Run 1, the metal 4 layer:
Supply wires on this layer in gray. Cells faint in the background.
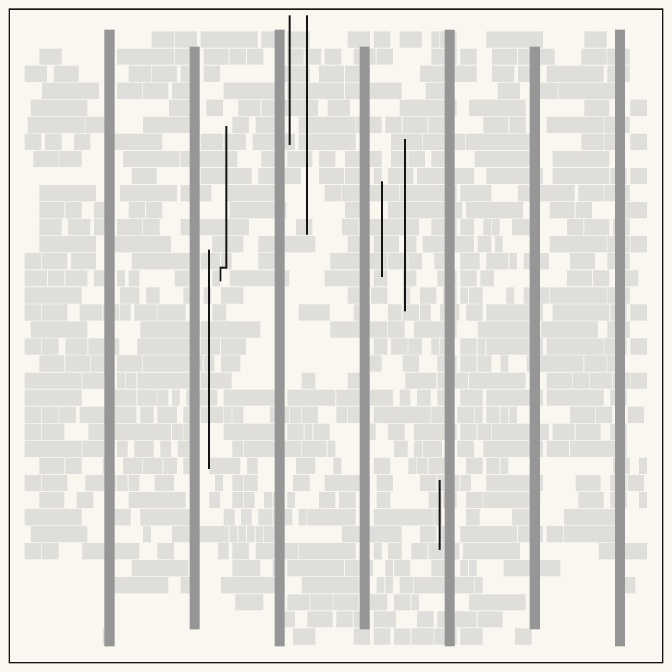
Run 1, metal 3:
The bar under the picture is 20 um long.
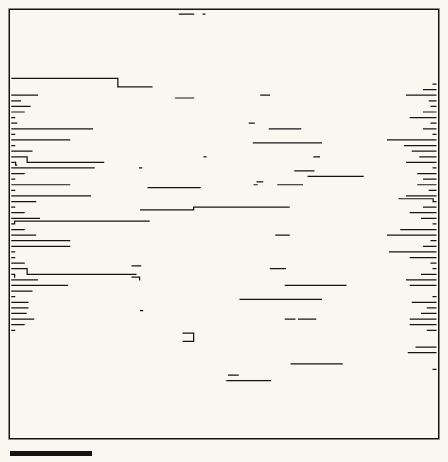
Run 1, drive-strength map:
The bar under the picture is 20 um long.
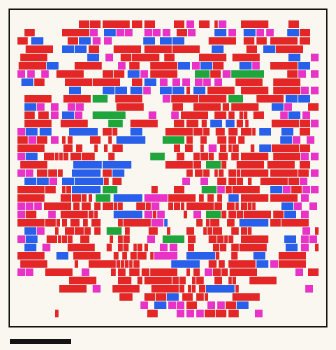
==> src/rtl/fetch_sequencer.sv <==
// ============================================================================
// Module   : fetch_sequencer
// Purpose  : Instruction-fetch controller between the PC and the instruction
//            ROM. Owns the PC, issues one ROM read at a time, waits a fixed
//            ROM latency, then holds the fetched word for decode under a
//            valid/ready handshake. A redirect loads a new (word-aligned) PC
//            and squashes any in-flight read.
// Revision : 1.0 - initial release
// ----------------------------------------------------------------------------
// Parameters
//   RESET_PC     PC loaded on reset (word-aligned)
//   ROM_LATENCY  cycles from ROM issue to rom_data_i valid, legal 1..7
// Ports
//   clk_i             system clock, rising edge
//   rst_ni            asynchronous active-low reset
//   rom_en_o          ROM read strobe, high for the issue cycle only
//   rom_addr_o        byte address of the current fetch (PC)
//   rom_data_i        ROM read data, valid ROM_LATENCY cycles after issue
//   redirect_valid_i  load a new PC this cycle
//   redirect_pc_i     branch/jump target (byte address)
//   instr_valid_o     fetched instruction available
//   instr_ready_i     decode accepts the instruction
//   instr_o           fetched instruction word
//   instr_pc_o        PC of instr_o
//   fetch_count_o     completed handshakes        (FETCH_PERF_EN only)
//   stall_count_o     cycles valid && !ready       (FETCH_PERF_EN only)
// Build option
//   FETCH_PERF_EN     when defined, adds the two performance counters
// ============================================================================
`default_nettype none

module fetch_sequencer #(
  parameter logic [31:0] RESET_PC    = 32'h0000_0000,
  parameter int unsigned ROM_LATENCY = 1
) (
  input  logic        clk_i,
  input  logic        rst_ni,
  output logic        rom_en_o,
  output logic [31:0] rom_addr_o,
  input  logic [31:0] rom_data_i,
  input  logic        redirect_valid_i,
  input  logic [31:0] redirect_pc_i,
  output logic        instr_valid_o,
  input  logic        instr_ready_i,
  output logic [31:0] instr_o,
  output logic [31:0] instr_pc_o
`ifdef FETCH_PERF_EN
  ,
  output logic [31:0] fetch_count_o,
  output logic [31:0] stall_count_o
`endif
);

  typedef enum logic [1:0] {
    ST_IDLE  = 2'd0,
    ST_ISSUE = 2'd1,
    ST_WAIT  = 2'd2,
    ST_HOLD  = 2'd3
  } state_e;

  localparam logic [2:0] c_lat_init = 3'(ROM_LATENCY);

  state_e      state_q, state_d;
  logic [31:0] pc_q, pc_d;
  logic [2:0]  cnt_q, cnt_d;
  logic        rom_en_q, rom_en_d;
  logic        valid_q, valid_d;
  logic [31:0] instr_q, instr_d;
  logic [31:0] instr_pc_q, instr_pc_d;
  logic        w_handshake;

  assign w_handshake = valid_q && instr_ready_i;

  // --------------------------------------------------------------------------
  // State register and all registered outputs
  // --------------------------------------------------------------------------
  always_ff @(posedge clk_i or negedge rst_ni) begin
    if (!rst_ni) begin
      state_q    <= ST_IDLE;
      pc_q       <= RESET_PC;
      cnt_q      <= 3'd0;
      rom_en_q   <= 1'b0;
      valid_q    <= 1'b0;
      instr_q    <= 32'h0000_0000;
      instr_pc_q <= RESET_PC;
    end else begin
      state_q    <= state_d;
      pc_q       <= pc_d;
      cnt_q      <= cnt_d;
      rom_en_q   <= rom_en_d;
      valid_q    <= valid_d;
      instr_q    <= instr_d;
      instr_pc_q <= instr_pc_d;
    end
  end

  // --------------------------------------------------------------------------
  // Next-state logic
  // --------------------------------------------------------------------------
  always_comb begin
    state_d    = state_q;
    pc_d       = pc_q;
    cnt_d      = cnt_q;
    instr_d    = instr_q;
    instr_pc_d = instr_pc_q;

    unique case (state_q)
      ST_IDLE: begin
        state_d = ST_ISSUE;
      end
      ST_ISSUE: begin
        cnt_d   = c_lat_init;
        state_d = ST_WAIT;
      end
      ST_WAIT: begin
        // The counter reaches 1 in the cycle the ROM word is valid.
        if (cnt_q == 3'd1) begin
          instr_d    = rom_data_i;
          instr_pc_d = pc_q;
          state_d    = ST_HOLD;
        end else begin
          cnt_d = cnt_q - 3'd1;
        end
      end
      ST_HOLD: begin
        if (w_handshake) begin
          pc_d    = pc_q + 32'd4;
          state_d = ST_ISSUE;
        end
      end
      default: begin
        state_d = ST_IDLE;
      end
    endcase

    // A redirect overrides everything, including a same-cycle handshake's
    // PC+4. Any word arriving this cycle belongs to the abandoned fetch, so
    // the instruction registers keep their old contents.
    if (redirect_valid_i) begin
      pc_d       = redirect_pc_i & 32'hFFFF_FFFC;
      state_d    = ST_ISSUE;
      instr_d    = instr_q;
      instr_pc_d = instr_pc_q;
    end
  end

  // Strobe and valid are registered decodes of the next state so that no
  // input reaches an output combinationally.
  assign rom_en_d = (state_d == ST_ISSUE);
  assign valid_d  = (state_d == ST_HOLD);

  assign rom_en_o      = rom_en_q;
  assign rom_addr_o    = pc_q;
  assign instr_valid_o = valid_q;
  assign instr_o       = instr_q;
  assign instr_pc_o    = instr_pc_q;

`ifdef FETCH_PERF_EN
  // --------------------------------------------------------------------------
  // Performance counters (wrap naturally at 2^32)
  // --------------------------------------------------------------------------
  logic [31:0] fetch_count_q, fetch_count_d;
  logic [31:0] stall_count_q, stall_count_d;

  always_comb begin
    fetch_count_d = fetch_count_q;
    stall_count_d = stall_count_q;
    if (w_handshake) begin
      fetch_count_d = fetch_count_q + 32'd1;
    end
    if (valid_q && !instr_ready_i) begin
      stall_count_d = stall_count_q + 32'd1;
    end
  end

  always_ff @(posedge clk_i or negedge rst_ni) begin
    if (!rst_ni) begin
      fetch_count_q <= 32'd0;
      stall_count_q <= 32'd0;
    end else begin
      fetch_count_q <= fetch_count_d;
      stall_count_q <= stall_count_d;
    end
  end

  assign fetch_count_o = fetch_count_q;
  assign stall_count_o = stall_count_q;
`endif

endmodule

`default_nettype wire
==> config.mk <==
export PLATFORM = sky130hd
export DESIGN_NAME = fetch_sequencer
export DESIGN_NICKNAME = d
export VERILOG_FILES = /design/src/rtl/fetch_sequencer.sv
export SDC_FILE = /design/constraint.sdc
export NUM_CORES = 1
export LEC_CHECK = 0
export CAP_MARGIN = 20
export CORE_MARGIN = 2
export CORE_UTILIZATION = 45
export DETAILED_ROUTE_END_ITERATION = 12
export PLACE_DENSITY = 0.81
export SLEW_MARGIN = 20
export SYNTH_ARGS = -nofsm -noshare
export SYNTH_HDL_FRONTEND = slang
export SYNTH_SLANG_ARGS = --single-unit
==> constraint.sdc <==
create_clock -name clk_i -period 2.4 [get_ports clk_i]
set_clock_uncertainty 0.15 [all_clocks]
set_input_delay 0.48 -clock clk_i [delete_from_list [all_inputs] [get_ports clk_i]]
set_output_delay 0.48 -clock clk_i [all_outputs]
set_load 0.1 [all_outputs]
==> results.cfg, run 1 <==
; physical design summary
[setup_path]
cp-start-kind = register
crit_path_end = rom_addr_o[28]$_DFFE_PN0N_
cp-end-kind = register
cp_num_buf_inv = 1
r2r_start = rom_addr_o[2]$_DFFE_PN0N_
cp_slowest_stage_delay_ns = 0.50

[pwr]
cell_internal_pwr_mw = 3.59
peakVddDrop_uv = 838
p_switching_mw = 4.13
power_frac_comb = 0.548

[synth]
synth_cell_types = 43
synth-area-yosys_um2 = 4500
ys_warn_count = 0
ys.flops = 99
ys_async_sr_fraction = 1.00
ys_cells = 379
synth_area_um2 = 4500

[die]
dieArea_um2 = 10800
core_um2 = 9730

[sta]
finalSetupViolations = 0
hold_viol_final = 0
clock.fmax_ghz = 0.460

[outcome]
status = finished clean

[layout]
layout-drive-gt1-share = 0.375

[clock_tree]
htree_levels = 3
clkSinkCount = 99
clkSlewWorstSetupHoldPaths_ns = 0.09

[run]
warnings = 30

[placement]
port_buffers = 159
Back to the opening pictures, 'the metal 4 layer':
longest straight run: 34.7 um
main direction: vertical
nets with wire on the layer: 6

Back to the opening pictures, 'metal 3':
share of all routed wire: 6.8%
wire length on this layer: 751 um
longest straight run: 32.7 um
main direction: horizontal

Back to the opening pictures, 'drive-strength map':
[_3 and _4 cells] magenta | cells: 111 | share: 20% | most used: buf_4
[_6 and larger] green | cells: 15 | share: 2.7% | most used: clkbuf_8
[_0 and _1 cells] red | cells: 342 | share: 63% | most used: dfrtp_1
[_2 cells] blue | cells: 79 | share: 14% | most used: mux2_2

## run 1: registers in the layout (all words and copies together), names as in the netlist
register       flops
rom_en_o           1
instr_o           32
state_q            2
rom_addr_o        30
instr_valid_o      1
instr_pc_o        30
cnt_q              3
## run 1: kinds of logic (layout without fill, tap and decap cells)
| group | count (synthesis) | in the layout | share of synthesized area |
|---|---|---|---|
| DFF | 99 | 99 | 0.550 |
| and+or+nand+nor | 112 | 112 | 0.143 |
| muxes | 65 | 65 | 0.162 |
| xor gates and xnor gates | 10 | 10 | 0.0195 |
| adders and majority gates | 3 | 3 | 0.00834 |
| buffers and inverters | 32 | 197 | 0.0345 |
| other | 1 | 4 | 0.000833 |
| AOI/OAI and AO/OA | 57 | 57 | 0.0812 |
## run 1: cells in the final DEF, fill, tap and decap left out, types with 9 or more instances in the layout
| cell | n |
|---|---|
| mux2_2 | 63 |
| o21ai_0 | 17 |
| clkdlybuf4s50_1 | 64 |
| dfrtp_1 | 86 |
| dfrtp_2 | 13 |
| nand2_1 | 26 |
| nand4_1 | 9 |
| nor2_1 | 19 |
| nand3_1 | 11 |
| a31oi_1 | 17 |
| o31ai_1 | 11 |
| or4_1 | 9 |
| clkbuf_8 | 11 |
| buf_4 | 108 |
## run 1: metrics by stage
step,TNS [ns],area [um^2],cells,total power [mW],utilization
detailed placement,-0.612,6070,665,6.61,0.624
global placement,-0.195,6070,665,6.54,0.624
floorplan,-0.0483,4530,382,5.63,-
CTS,0,6290,680,7.77,0.647
finish,0,6290,680,7.72,0.647
global route,0,6290,680,7.98,0.647
## run 1: worst register-to-register path, delay by kind of cell, from the launching register on
| family | cells | cell delay, ns |
|---|---|---|
| AND-OR/OR-AND | 1 | 0.20 |
| adder cells (fa/ha/maj) | 1 | 0.21 |
| buffers and inverters | 1 | 0.18 |
| flip-flops | 1 | 0.43 |
| AND/OR/NAND/NOR | 3 | 0.94 |
## run 1: power by group through the flow
stage / clock (mW) / combinational [mW] / sequential, mW
global placement: 0 / 4.21 / 2.33
CTS: 1.19 / 4.25 / 2.33
global route: 1.26 / 4.34 / 2.38
detailed placement: 0 / 4.25 / 2.36
finish: 1.17 / 4.23 / 2.33
floorplan: 0 / 0.478 / 5.15
## run 1: area by class of cell
cell class              count  area, um^2
clock buffers              12         155
clock inverters             2        60.1
fillers                   783        3430
inverters                   8        30.0
multi-input cells         251        1890
flip-flops and latches     99        2490
well taps                 133         166
repair buffers            175        1500
## run 1: per-layer routing
layer  part of all wire  GRT usage  vias up
li1                   -          -     1718
met1               0.42      0.263     1828
met5                  0          0        -
met3              0.068     0.0514       17
met4              0.015     0.0608        0
met2               0.50      0.353      142
==> inputs of run 2 (changes only) <==
--- a/config.mk
+++ b/config.mk
@@ -8,6 +8,7 @@
 export CAP_MARGIN = 20
 export CORE_MARGIN = 2
 export CORE_UTILIZATION = 45
+export CTS_CLUSTER_DIAMETER = 150
 export DETAILED_ROUTE_END_ITERATION = 12
 export PLACE_DENSITY = 0.81
 export SLEW_MARGIN = 20
Run 2, the metal 4 layer:
Supply wires on this layer in gray. Cells faint in the background.
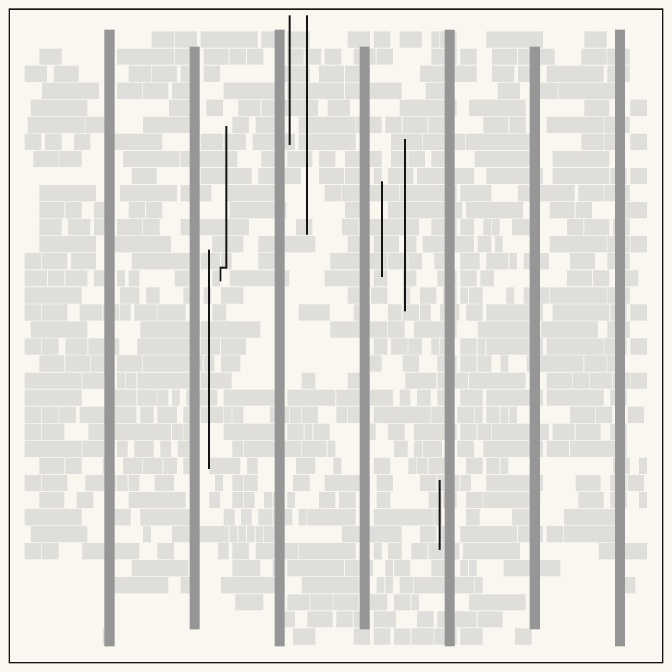
main direction: vertical
longest straight run: 34.7 um

Run 2, metal 3:
The bar under the picture is 20 um long.
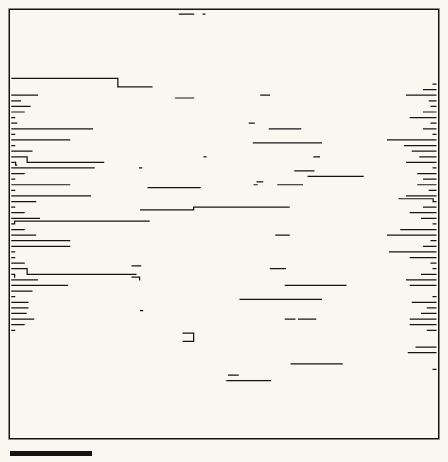
main direction: horizontal
nets with wire on the layer: 108
share of all routed wire: 6.8%
wire length on this layer: 751 um
longest straight run: 32.7 um

Run 2, drive-strength map:
The bar under the picture is 20 um long.
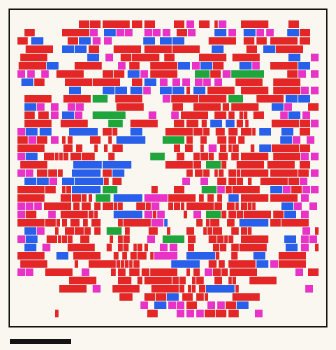
[_6 and larger] green | cells: 15 | share: 2.7% | most used: clkbuf_8
[_0 and _1 cells] red | cells: 342 | share: 63% | most used: dfrtp_1
[_2 cells] blue | cells: 79 | share: 14% | most used: mux2_2
[_3 and _4 cells] magenta | cells: 111 | share: 20% | most used: buf_4

==> results.cfg, run 2 <==
; physical design summary
[sta]
hold_viol_final = 0
clock.fmax_ghz = 0.460

[global_route]
met3_usage = 0.0514
grt_use_met1 = 0.263
grt.busiest_layer = met2

[placement]
port_buffers = 159

[pwr]
p_total_mw = 7.72

[setup_path]
cp-end-kind = register

[synth]
ys_warn_count = 0
synth_area_um2 = 4500
topCombFamilyByArea = multiplexers
ys_cells = 379
synth-area-yosys_um2 = 4500
mux_share = 0.162
xor_area_frac = 0.0195
simple_gate_share = 0.143
synthAoiAreaFrac = 0.0812

[clock_tree]
clkSlewWorstSetupHoldPaths_ns = 0.09
htree_levels = 3

[die]
core_um2 = 9730

[layout]
fillers = 783
lay_top_count = buf_4
largest_register_ffs = 32

[outcome]
status = finished clean

[run]
warnings = 30
## run 2: cell counts after synthesis
No cell type changed its count.
## run 2: per-layer routing
metal | routed length [um] | share of wire | vias to the layer above
li1 | - | - | 1718
met1 | 4660 | 0.42 | 1828
met2 | 5530 | 0.50 | 142
met3 | 750 | 0.068 | 17
met4 | 168 | 0.015 | 0
met5 | 0 | 0 | -
## run 2: what timing repair did
item / in CTS / in global routing
hold endpoints to repair: 21 / 0
buffers inserted: 0 / 0
setup endpoints to repair: 0 / 0
hold buffers: 1 / 0
## run 2: kinds of logic after synthesis
logic type               after synthesis
adder cells (fa/ha/maj)                3
other                                  1
multiplexers                          65
XOR/XNOR                              10
buffers and inverters                 32
AND/OR/NAND/NOR                      112
AND-OR/OR-AND                         57
flip-flops                            99
## run 2: report_power, final
| part | switching, mW | internal, mW | total (mW) | leakage, nW |
|---|---|---|---|---|
| clock | 0.533 | 0.634 | 1.17 | 0.109 |
| combinational | 3.33 | 0.899 | 4.23 | 1.39 |
| sequential | 0.269 | 2.06 | 2.33 | 1.15 |
## run 2: area by class of cell
class / instances / area, um^2 / area share
well taps: 133 / 166 / 0.0264
inverters: 8 / 30.0 / 0.00477
flip-flops and latches: 99 / 2490 / 0.396
repair buffers: 175 / 1500 / 0.239
multi-input cells: 251 / 1890 / 0.300
clock inverters: 2 / 60.1 / 0.00954
clock buffers: 12 / 155 / 0.0246
## run 2: how the worst max path moves through the flow
stage | from | end | slack, ns | depth (start not counted)
CTS | rom_addr_o[2]$_DFFE_PN0N_ | rom_addr_o[28]$_DFFE_PN0N_ | 0.20 | 6
floorplan | rom_addr_o[10]$_DFFE_PN0N_ | rom_addr_o[26]$_DFFE_PN0N_ | -0.05 | 4
global route | rom_addr_o[2]$_DFFE_PN0N_ | rom_addr_o[28]$_DFFE_PN0N_ | 0.08 | 6
detailed placement | instr_ready_i | rom_addr_o[27]$_DFFE_PN0N_ | -0.09 | 6
finish | rom_addr_o[2]$_DFFE_PN0N_ | rom_addr_o[28]$_DFFE_PN0N_ | 0.23 | 6
global placement | instr_ready_i | rom_addr_o[19]$_DFFE_PN0N_ | -0.05 | 5
## run 2: through the flow
stage	area (um^2)	util	instances	setup TNS (ns)
after global routing	6290	0.647	680	0
after floorplan	4530	-	382	-0.0483
after detailed placement	6070	0.624	665	-0.612
final	6290	0.647	680	0
after CTS	6290	0.647	680	0
after global placement	6070	0.624	665	-0.195
## run 2: critical path, cell delays in order (launching register included)
cell and delay, ns:
dfrtp_2 0.43, ha_1 0.21, and4_1 0.30, nand2_1 0.14, buf_4 0.18, or4_1 0.50, a31oi_1 0.20
Run 2, cell placement:
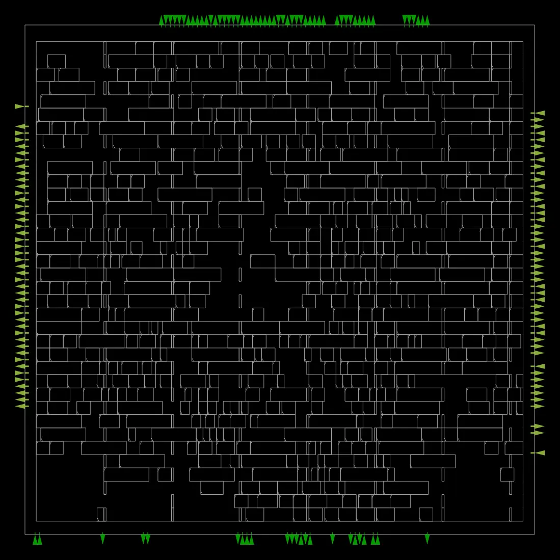

==> inputs of run 3 (changes only) <==
--- a/config.mk
+++ b/config.mk
@@ -6,6 +6,7 @@
 export NUM_CORES = 1
 export LEC_CHECK = 0
 export CAP_MARGIN = 20
+export CORE_ASPECT_RATIO = 0.5
 export CORE_MARGIN = 2
 export CORE_UTILIZATION = 45
 export CTS_CLUSTER_DIAMETER = 150
Run 3, cell placement:
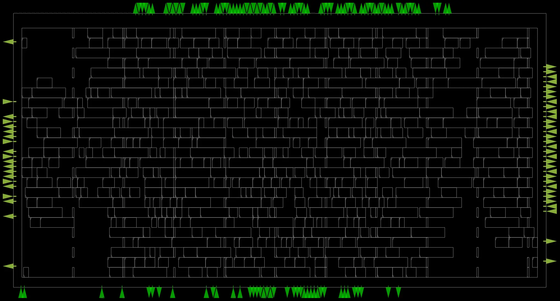
fill cell count: 738
utilization after layout: 0.669

Run 3, pin placement:
The bar under the picture is 50 um long. Pins as bars across the die edge, other pins in gray.
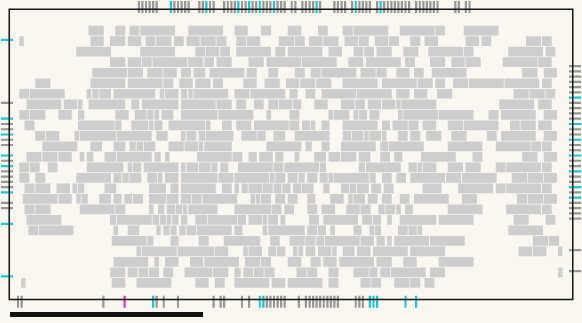
[rst_ni] magenta | pins: 1 | direction: input | edge: bottom
[instr_pc_o] cyan | pins: 32 | direction: output | edge: 9 top, 8 left, 8 bottom, 7 right

Run 3, drive-strength map:
The bar under the picture is 50 um long.
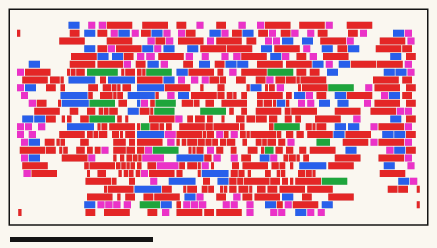
[_2 cells] blue | cells: 79 | share: 14% | most used: mux2_2
[_3 and _4 cells] magenta | cells: 113 | share: 21% | most used: buf_4
[_0 and _1 cells] red | cells: 341 | share: 62% | most used: dfrtp_1
[_6 and larger] green | cells: 16 | share: 2.9% | most used: clkbuf_16

==> results.cfg, run 3 <==
; physical design summary
[outcome]
status = finished clean

[setup_path]
crit_path_end = rom_addr_o[22]$_DFFE_PN0N_
cp-end-kind = register
critPathLaunch = rom_addr_o[2]$_DFFE_PN0N_

[run]
warnings = 30

[placement]
port_buffers = 159
dp.cells = 667

[synth]
topCombFamilyByArea = multiplexers
xor_area_frac = 0.0195
mux_share = 0.162
simple_gate_share = 0.143
ys_cells = 379
synth_area_um2 = 4500
synthAoiAreaFrac = 0.0812
synth-area-yosys_um2 = 4500

[sta]
clock.fmax_ghz = 0.463

[clock_tree]
post_cts_buffers = 0
htree_levels = 3

[layout]
lay_top_count = buf_4

[die]
core_um2 = 9570
run 3: worst min-delay path by stage:
stage / startpoint / endpoint / slack (ns) / depth (start not counted)
finish: instr_o[26]$_DFFE_PN0P_ / instr_o[26]$_DFFE_PN0P_ / 0.36 / 1
CTS: instr_o[24]$_DFFE_PN0P_ / instr_o[24]$_DFFE_PN0P_ / 0.36 / 1
floorplan: rst_ni / cnt_q[0]$_DFFE_PN0P_ / 0.03 / 0
global placement: rst_ni / instr_pc_o[11]$_DFFE_PN0P_ / 0.32 / 1
detailed placement: rst_ni / rom_en_o$_DFF_PN0_ / 0.32 / 1
global route: instr_pc_o[3]$_DFFE_PN0P_ / instr_pc_o[3]$_DFFE_PN0P_ / 0.38 / 1
run 3: layer usage:
layer  wire length (um)  share of wire  GRT usage  up-vias
met5                  0              0          0        -
met4                 96         0.0083     0.0686        0
met3                616          0.053     0.0485        8
met2               5860           0.51      0.360      132
met1               5010           0.43      0.270     1834
li1                   -              -          -     1718
run 3: logic make-up (layout without fill, tap and decap cells):
group	count (synthesis)	after routing
compound gates	57	57
xor+xnor	10	10
fa+ha+maj	3	3
buf+inv	32	199
flops	99	99
mux	65	65
other cells	1	4
simple gates	112	112
run 3: stage by stage:
stage	hold slack [ns]	setup WS [ns]	TNS [ns]	area, um^2	power [mW]
finish	0.359	0.242	0	6400	8.06
global route	0.376	0.143	0	6400	8.32
CTS	0.362	0.246	0	6400	8.11
detailed placement	0.325	-0.0418	-0.243	6080	6.61
global placement	0.323	-0.0339	-0.0854	6080	6.55
floorplan	0.0344	-0.0483	-0.0483	4530	5.63
run 3: report_power, final:
group	switching (mW)	total, mW	internal, mW	leakage (nW)
registers	0.266	2.33	2.06	1.15
logic	3.33	4.23	0.901	1.40
clock network	0.659	1.51	0.846	0.146
run 3: what timing repair did:
action | CTS | global route
hold endpoints to repair | 35 | 0
hold buffers | 1 | 0
setup endpoints to repair | 0 | 0
run 3: worst max-delay path, stage by stage (launching register included):
cell	delay, ns
dfrtp_2	0.42
ha_1	0.20
and4_1	0.29
nand2_1	0.15
buf_4	0.20
or4_1	0.50
a31oi_1	0.17
run 3: area by class of cell:
cell class	count	area (um^2)	share of cell area
well taps	135	169	0.0264
multi-input cells	251	1890	0.295
repair buffers	175	1510	0.236
clock inverters	6	71.3	0.0111
flip-flops and latches	99	2490	0.389
clock buffers	10	239	0.0373
inverters	8	30.0	0.00469
Power is estimated from default activity; no workload was simulated.
